route_heat.png
(4 px per um) 12 x 16 tiles, from black (low) to pale yellow (high), scaled to the fullest tile. Values are wire area over tile area, all layers added.
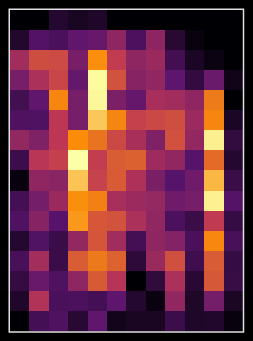
ff_map.png
(4 px per um) Other sequential cells in the stronger gray, the rest of the logic in the fainter gray.
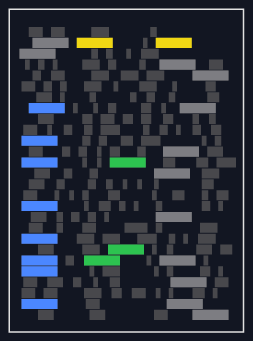
m3.png
(6 px per um)
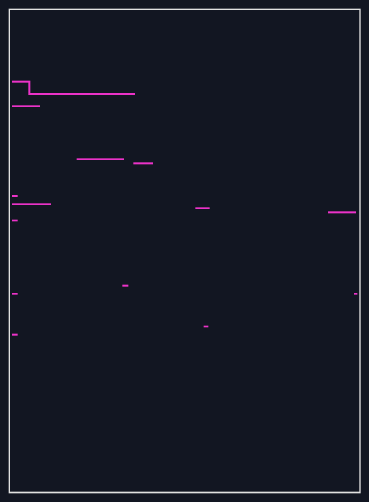
clock_nets.png
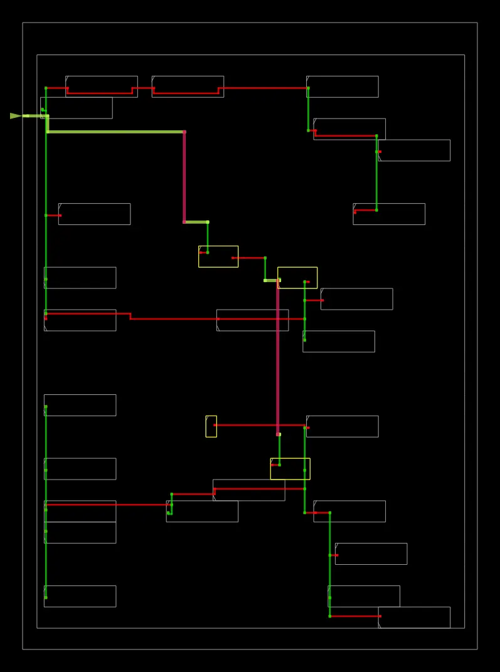
===== config.mk =====
export PLATFORM = sky130hd
export DESIGN_NAME = led_seq_controller
export DESIGN_NICKNAME = d
export VERILOG_FILES = /design/src/rtl/led_anim_pkg.sv /design/src/rtl/led_seq_timer.sv /design/src/rtl/led_seq_controller.sv
export SDC_FILE = /design/constraint.sdc
export NUM_CORES = 1
export LEC_CHECK = 0
export CELL_PAD_IN_SITES_DETAIL_PLACEMENT = 2
export CELL_PAD_IN_SITES_GLOBAL_PLACEMENT = 2
export CORE_ASPECT_RATIO = 1.4
export CORE_MARGIN = 1.5
export CORE_UTILIZATION = 37
export DETAILED_ROUTE_END_ITERATION = 10
export PLACE_DENSITY_LB_ADDON = 0.12
export SLEW_MARGIN = 20
export SYNTH_ARGS = -nofsm -noshare
export SYNTH_HDL_FRONTEND = slang
export SYNTH_HIERARCHICAL = 1
export SYNTH_SLANG_ARGS = --single-unit

===== constraint.sdc =====
create_clock -name clk -period 7.55 [get_ports clk]
set_clock_uncertainty 0.1 [all_clocks]
set_input_delay 0.755 -clock clk [delete_from_list [all_inputs] [get_ports clk]]
set_output_delay 0.755 -clock clk [all_outputs]
set_load 0.02 [all_outputs]

===== src/rtl/led_anim_pkg.sv =====
// Shared types and width constants for the LED animation sequencer.
package led_anim_pkg;

    typedef enum logic [1:0] {
        ST_IDLE  = 2'd0,
        ST_START = 2'd1,
        ST_WAIT  = 2'd2,
        ST_GAP   = 2'd3
    } led_seq_state_e;

    localparam int GAP_W     = 6;
    localparam int TIMEOUT_W = 8;
    localparam int TMR_W     = 8;

    // Load value for a GAP of g cycles; g=0 behaves as a single cycle.
    function automatic logic [TMR_W-1:0] gap_load(input logic [GAP_W-1:0] g);
        if (g == 6'd0) begin
            gap_load = {TMR_W{1'b0}};
        end else begin
            gap_load = {{(TMR_W-GAP_W){1'b0}}, g - 6'd1};
        end
    endfunction

    // Load value giving t WAIT cycles before the watchdog fires; t=0 behaves as 1.
    function automatic logic [TMR_W-1:0] timeout_load(input logic [TIMEOUT_W-1:0] t);
        if (t == 8'd0) begin
            timeout_load = {TMR_W{1'b0}};
        end else begin
            timeout_load = t - 8'd1;
        end
    endfunction

endpackage


===== src/rtl/led_seq_timer.sv =====
// Loadable down-counter with zero flag, shared between GAP timing and the WAIT watchdog.
module led_seq_timer
    import led_anim_pkg::*;
#(
    parameter int W = TMR_W
) (
    input  logic         clk,
    input  logic         rst,
    input  logic         load,
    input  logic [W-1:0] load_val,
    input  logic         dec,
    output logic         zero
);

    logic [W-1:0] count_r;

    // Load has priority over decrement; the count saturates at zero.
    always_ff @(posedge clk or posedge rst) begin
        if (rst) begin
            count_r <= {W{1'b0}};
        end else if (load) begin
            count_r <= load_val;
        end else if (dec && (count_r != {W{1'b0}})) begin
            count_r <= count_r - {{(W-1){1'b0}}, 1'b1};
        end else begin
            count_r <= count_r;
        end
    end

    assign zero = (count_r == {W{1'b0}});

endmodule


===== src/rtl/led_seq_controller.sv =====
// Steps a one-hot LED enable across NUM_CH channels, handshaking each step with a PWM controller.
// Define LED_SEQ_PINGPONG_EN to bounce the index 0..NUM_CH-1..0 instead of wrapping.
module led_seq_controller
    import led_anim_pkg::*;
#(
    parameter int                   NUM_CH  = 8,
    parameter logic [GAP_W-1:0]     GAP     = 6'd20,
    parameter logic [TIMEOUT_W-1:0] TIMEOUT = 8'd200
) (
    input  logic                      clk,
    input  logic                      rst,
    input  logic                      run,
    input  logic                      step_done,
    output logic                      start,
    output logic [NUM_CH-1:0]         ch_sel,
    output logic [$clog2(NUM_CH)-1:0] ch_idx,
    output logic                      busy,
    output logic                      cycle_done,
    output logic                      err
);

    localparam int                IDX_W     = $clog2(NUM_CH);
    localparam logic [IDX_W-1:0]  IDX_ZERO  = {IDX_W{1'b0}};
    localparam logic [IDX_W-1:0]  IDX_ONE   = IDX_W'(1'b1);
    localparam logic [IDX_W-1:0]  IDX_LAST  = IDX_W'(NUM_CH - 1);
    localparam logic [NUM_CH-1:0] CH_ONE    = NUM_CH'(1'b1);
    localparam logic [NUM_CH-1:0] CH_NONE   = {NUM_CH{1'b0}};
    localparam logic [TMR_W-1:0]  WDOG_LOAD = timeout_load(TIMEOUT);
    localparam logic [TMR_W-1:0]  GAP_LOAD  = gap_load(GAP);

    led_seq_state_e    state_r;
    logic [IDX_W-1:0]  idx_r;
    logic              start_r;
    logic [NUM_CH-1:0] ch_sel_r;
    logic              busy_r;
    logic              cycle_done_r;
    logic              err_r;
    logic [IDX_W-1:0]  idx_nxt_s;
    logic              wrap_s;
    logic              tmr_load_s;
    logic [TMR_W-1:0]  tmr_val_s;
    logic              tmr_dec_s;
    logic              tmr_zero_s;
`ifdef LED_SEQ_PINGPONG_EN
    logic              dir_up_r;
    logic              dir_nxt_s;
`endif

    led_seq_timer #(.W(TMR_W)) u_timer (
        .clk      (clk),
        .rst      (rst),
        .load     (tmr_load_s),
        .load_val (tmr_val_s),
        .dec      (tmr_dec_s),
        .zero     (tmr_zero_s)
    );

    // Index the sequencer moves to at the end of the current GAP.
    always_comb begin
        idx_nxt_s = idx_r;
`ifdef LED_SEQ_PINGPONG_EN
        dir_nxt_s = dir_up_r;
        if (dir_up_r) begin
            if (idx_r == IDX_LAST) begin
                idx_nxt_s = idx_r - IDX_ONE;
                dir_nxt_s = 1'b0;
            end else begin
                idx_nxt_s = idx_r + IDX_ONE;
            end
        end else begin
            if (idx_r == IDX_ZERO) begin
                idx_nxt_s = idx_r + IDX_ONE;
                dir_nxt_s = 1'b1;
            end else if (idx_r == IDX_ONE) begin
                idx_nxt_s = IDX_ZERO;
                dir_nxt_s = 1'b1;
            end else begin
                idx_nxt_s = idx_r - IDX_ONE;
            end
        end
`else
        if (idx_r == IDX_LAST) begin
            idx_nxt_s = IDX_ZERO;
        end else begin
            idx_nxt_s = idx_r + IDX_ONE;
        end
`endif
        wrap_s = (idx_nxt_s == IDX_ZERO);
    end

    // Timer arms the watchdog on START and the gap when WAIT ends.
    always_comb begin
        tmr_load_s = 1'b0;
        tmr_val_s  = {TMR_W{1'b0}};
        tmr_dec_s  = 1'b0;
        case (state_r)
            ST_START: begin
                tmr_load_s = 1'b1;
                tmr_val_s  = WDOG_LOAD;
            end
            ST_WAIT: begin
                if (step_done || tmr_zero_s) begin
                    tmr_load_s = 1'b1;
                    tmr_val_s  = GAP_LOAD;
                end else begin
                    tmr_dec_s = 1'b1;
                end
            end
            ST_GAP: begin
                tmr_dec_s = ~tmr_zero_s;
            end
            default: begin
                tmr_load_s = 1'b0;
            end
        endcase
    end

    // Sequencer FSM; every output is registered from its next-state value.
    always_ff @(posedge clk or posedge rst) begin
        if (rst) begin
            state_r      <= ST_IDLE;
            idx_r        <= IDX_ZERO;
            start_r      <= 1'b0;
            ch_sel_r     <= CH_NONE;
            busy_r       <= 1'b0;
            cycle_done_r <= 1'b0;
            err_r        <= 1'b0;
`ifdef LED_SEQ_PINGPONG_EN
            dir_up_r     <= 1'b1;
`endif
        end else begin
            start_r      <= 1'b0;
            cycle_done_r <= 1'b0;
            case (state_r)
                ST_IDLE: begin
                    if (run) begin
                        state_r  <= ST_START;
                        start_r  <= 1'b1;
                        ch_sel_r <= CH_ONE << idx_r;
                        busy_r   <= 1'b1;
                        err_r    <= 1'b0;
                    end else begin
                        ch_sel_r <= CH_NONE;
                        busy_r   <= 1'b0;
                    end
                end
                ST_START: begin
                    state_r <= ST_WAIT;
                end
                ST_WAIT: begin
                    // step_done outranks a watchdog expiry in the same cycle
                    if (step_done) begin
                        state_r  <= ST_GAP;
                        ch_sel_r <= CH_NONE;
                    end else if (tmr_zero_s) begin
                        state_r  <= ST_GAP;
                        ch_sel_r <= CH_NONE;
                        err_r    <= 1'b1;
                    end else begin
                        state_r <= ST_WAIT;
                    end
                end
                ST_GAP: begin
                    if (tmr_zero_s) begin
                        idx_r        <= idx_nxt_s;
                        cycle_done_r <= wrap_s;
`ifdef LED_SEQ_PINGPONG_EN
                        dir_up_r     <= dir_nxt_s;
`endif
                        if (run) begin
                            state_r  <= ST_START;
                            start_r  <= 1'b1;
                            ch_sel_r <= CH_ONE << idx_nxt_s;
                        end else begin
                            state_r <= ST_IDLE;
                            busy_r  <= 1'b0;
                        end
                    end else begin
                        state_r <= ST_GAP;
                    end
                end
                default: begin
                    state_r  <= ST_IDLE;
                    ch_sel_r <= CH_NONE;
                    busy_r   <= 1'b0;
                end
            endcase
        end
    end

    assign start      = start_r;
    assign ch_sel     = ch_sel_r;
    assign ch_idx     = idx_r;
    assign busy       = busy_r;
    assign cycle_done = cycle_done_r;
    assign err        = err_r;

endmodule


==> Flow_metrics.wiki <==
== Flow metrics ==
{| class="wikitable"
! Metric !! Value
|-
| Run status || completed
|-
| Placement row count || 27
|-
| Clock-pin slew on the worst setup and hold paths || 90 ps
|-
| Slowest cell delay on critical path || 540 ps
|-
| Tool warnings || 38
|-
| Post-synthesis cell count from yosys || 162
|-
| Clock tree root driver cell || clkbuf_8
|-
| Post-synth EDFFs || 0
|-
| I/O Pins || 19
|-
| Antenna violations before repair || 0
|-
| Comb area || 884.6 um2
|-
| Worst min path class || reg2reg
|-
| Arrival time at the worst endpoint || 3080 ps
|-
| DIE AREA || 4674 um2
|-
| Area growth from synthesis to layout || 16.32%
|-
| Slowest cell on crit path || nor2_1
|-
| Hold buffers post-CTS || 0
|-
| Final critical path time including I/O delays and setup || 3048 ps
|-
| Peak Freq || 0.3281 GHz
|-
| Post-synthesis instance area || 1579 um2
|-
| Number of cells produced by synthesis || 162
|-
| Peak supply drop || 131.1 uV
|-
| PortBufs || 18
|-
| Fraction of layout instances using a drive strength above 1 || 7.182%
|-
| Worst Tran Pin Value || 701.6 ps
|-
| Highest fanout seen on the critical path || 19
|-
| Logic depth of the worst register-to-register path || 9
|-
| Reg power frac || 31.3%
|-
| Fin Setup TNS || 0 ps
|-
| Summed standard-cell area reported by yosys || 1579 um2
|-
| DP HPWL || 3341 um
|-
| Worst setup SP type || flop
|-
| RD Place Congestion || 0.8346
|-
| Clock tree from TritonCTS || yes
|-
| Cell accounting for the most synthesized area || dfrtp_1
|-
| RSZ-0062 raised after global routing || false
|-
| Hold Slack || 400.3 ps
|-
| Register bit count reported by yosys || 25
|-
| Core utilization before placement || 39.28%
|-
| Remaining number of nets flagged by the antenna check after routing || 0
|-
| Endpoint type of the worst setup path || flop
|-
| Post-synth cell types || 45
|-
| Wire length of the first global-routing pass || 6768 um
|-
| Via count of the first global-routing pass || 1389
|-
| Crit Path Category || reg2reg
|-
| Vias/cell || 5.460
|-
| Required arrival time at the worst endpoint || 7590 ps
|-
| Seq/Total Area, Yosys || 39.62%
|-
| Max-capacitance violation count || 0
|-
| Die Width || 58.21 um
|-
| 1st-iter DRT viols || 22
|-
| Total number of yosys warnings || 6
|-
| Dominant cell area share || 39.62%
|-
| Fraction of synthesis flops using an asynchronous set or reset pin || 100.0%
|-
| Sw frac || 46.65%
|-
| Overflow left after global routing || 0
|-
| Leakage power || 0.0008082 uW
|-
| Buffers inserted during post-CTS setup optimization || 0
|-
| Cells on Worst Hold Path || 1
|-
| Area of the placeable core || 4020 um2
|-
| Post-Syn Area per Cell || 9.747 um2
|-
| Share of the clock period used by the worst path || 40.37%
|-
| Router iterations before antenna repair || 6
|-
| Number of failing setup endpoints in the final timing report || 0
|-
| Antenna diodes || 0
|-
| Dominant logic cell types in the final layout || 25 x dfrtp_1, 18 x clkdlybuf4s50_1, 16 x nand2_1
|-
| Clk buf depth || 2
|-
| Tightest slew margin relative to the limit || 52.57%
|-
| Worst path most repeated cell || o21a_1
|}
Back to the opening pictures, route_heat.png:
emptiest ninth of the die: north-east
nearly empty tiles: 7.8%
fullest tile: 0.38
WL/cell: 18.11 um
vias after detailed routing: 1223
GR Util All Layers: 19.11%
wirelength, routed: 4057 um

Back to the opening pictures, ff_map.png:
legend:
  blue:
    name_in_the_netlist: ch_sel
    sequential_cells: 8
  green:
    name_in_the_netlist: ch_idx
    sequential_cells: 3
  yellow:
    name_in_the_netlist: state_r
    sequential_cells: 2
not colored: 12
sequential group power: 230 uW
Seq/total area: 34.06%
footprint of the flip-flops and latches: 625.6 um2
utilization after layout: 45.69%

Back to the opening pictures, m3.png:
nets with wire on the layer: 11
longest straight run: 17.5 um
main direction: horizontal
share of all routed wire: 1.3%
met3 routing resource usage after global routing: 2.093%

Back to the opening pictures, clock_nets.png:
layout clock buffer count: 4
clock latency of the later-clocked register in the worst-skew pair: 270 ps
number of sequential cells: 25

-- cells in the mapped netlist, types with 2 or more instances --
cell type	number
xnor2_1	4
nand4_1	3
xor2_1	2
or3_1	2
o22ai_1	7
nand3_1	4
o21a_1	3
a211oi_1	2
o21ai_1	3
inv_1	10
buf_2	2
nor3_1	4
mux2_1	9
nor2b_1	3
dfrtp_1	25
o21ai_0	7
nor2_1	7
nand2_1	16
a21oi_1	6
ha_1	15
nand2b_1	4
-- layout make-up --
class | count | area share, %
inverters | 12 | 2.589
multi-input cells | 122 | 48.16
clock buffers | 4 | 2.452
well taps | 43 | 2.929
repair buffers | 18 | 9.809
flip-flops and latches | 25 | 34.06
-- logic make-up after synthesis --
family | count (synthesis) | share of synthesized area (%)
other | 1 | 0.2375
AND/OR/NAND/NOR | 50 | 16.96
adder cells (fa/ha/maj) | 15 | 11.89
multiplexers | 10 | 7.132
flip-flops | 25 | 39.62
AND-OR/OR-AND | 38 | 15.21
XOR/XNOR | 7 | 4.358
buffers and inverters | 16 | 4.596
-- stage by stage --
step           power (uW)  setup WS (ps)  instances  area, um2
6_report            733.9           4502        224       1837
5_1_grt             797.6           4264        224       1837
4_1_cts             746.7           4487        224       1837
3_5_place_dp        662.7           4491        220       1792
3_3_place_gp        633.0           4667        220       1792
2_1_floorplan       529.2           5131        163       1583
-- routing by layer --
layer  track usage, %  routed length [um]
met5                0                   0
met4            5.349                  52
met3            2.093                  53
met1            20.51                1581
met2            37.95                2369
-- final timing paths --
check | slack, ps | endpoint | start
worst max-delay path | 4500 | u_timer/count_r[3] | u_timer/count_r[0]
worst min-delay path | 400 | ch_sel[1] | ch_sel[1]
worst max register to register | 4500 | u_timer/count_r[3] | u_timer/count_r[0]
worst min register to register | 400 | ch_sel[1] | ch_sel[1]
max in group asynchronous | 6070 | ch_sel[3] | rst
min in group asynchronous | 660 | u_timer/count_r[4] | rst
-- power by group through the flow --
| stage | clock network, uW | registers, uW | logic [uW] |
|---|---|---|---|
| floorplan | 0 | 239 | 290 |
| global placement | 0 | 226 | 407 |
| detailed placement | 0 | 231 | 432 |
| CTS | 83.8 | 229 | 434 |
| global route | 87.4 | 236 | 474 |
| finish | 79.3 | 230 | 425 |
-- worst max-delay path, delay by kind of cell (launching register included) --
family | cells | cell delay (ps)
AOI/OAI and AO/OA | 4 | 1010
DFF | 1 | 390
adders and majority gates | 1 | 180
buffers and inverters | 1 | 110
and+or+nand+nor | 3 | 1130
-- state kept, by name, summed over array words and instances (netlist names) --
signal	count
cycle_done	1
ch_sel	8
ch_idx	3
u_timer/count_r	8
err	1
state_r	2
start	1
busy	1
Power is estimated from default activity; no workload was simulated.
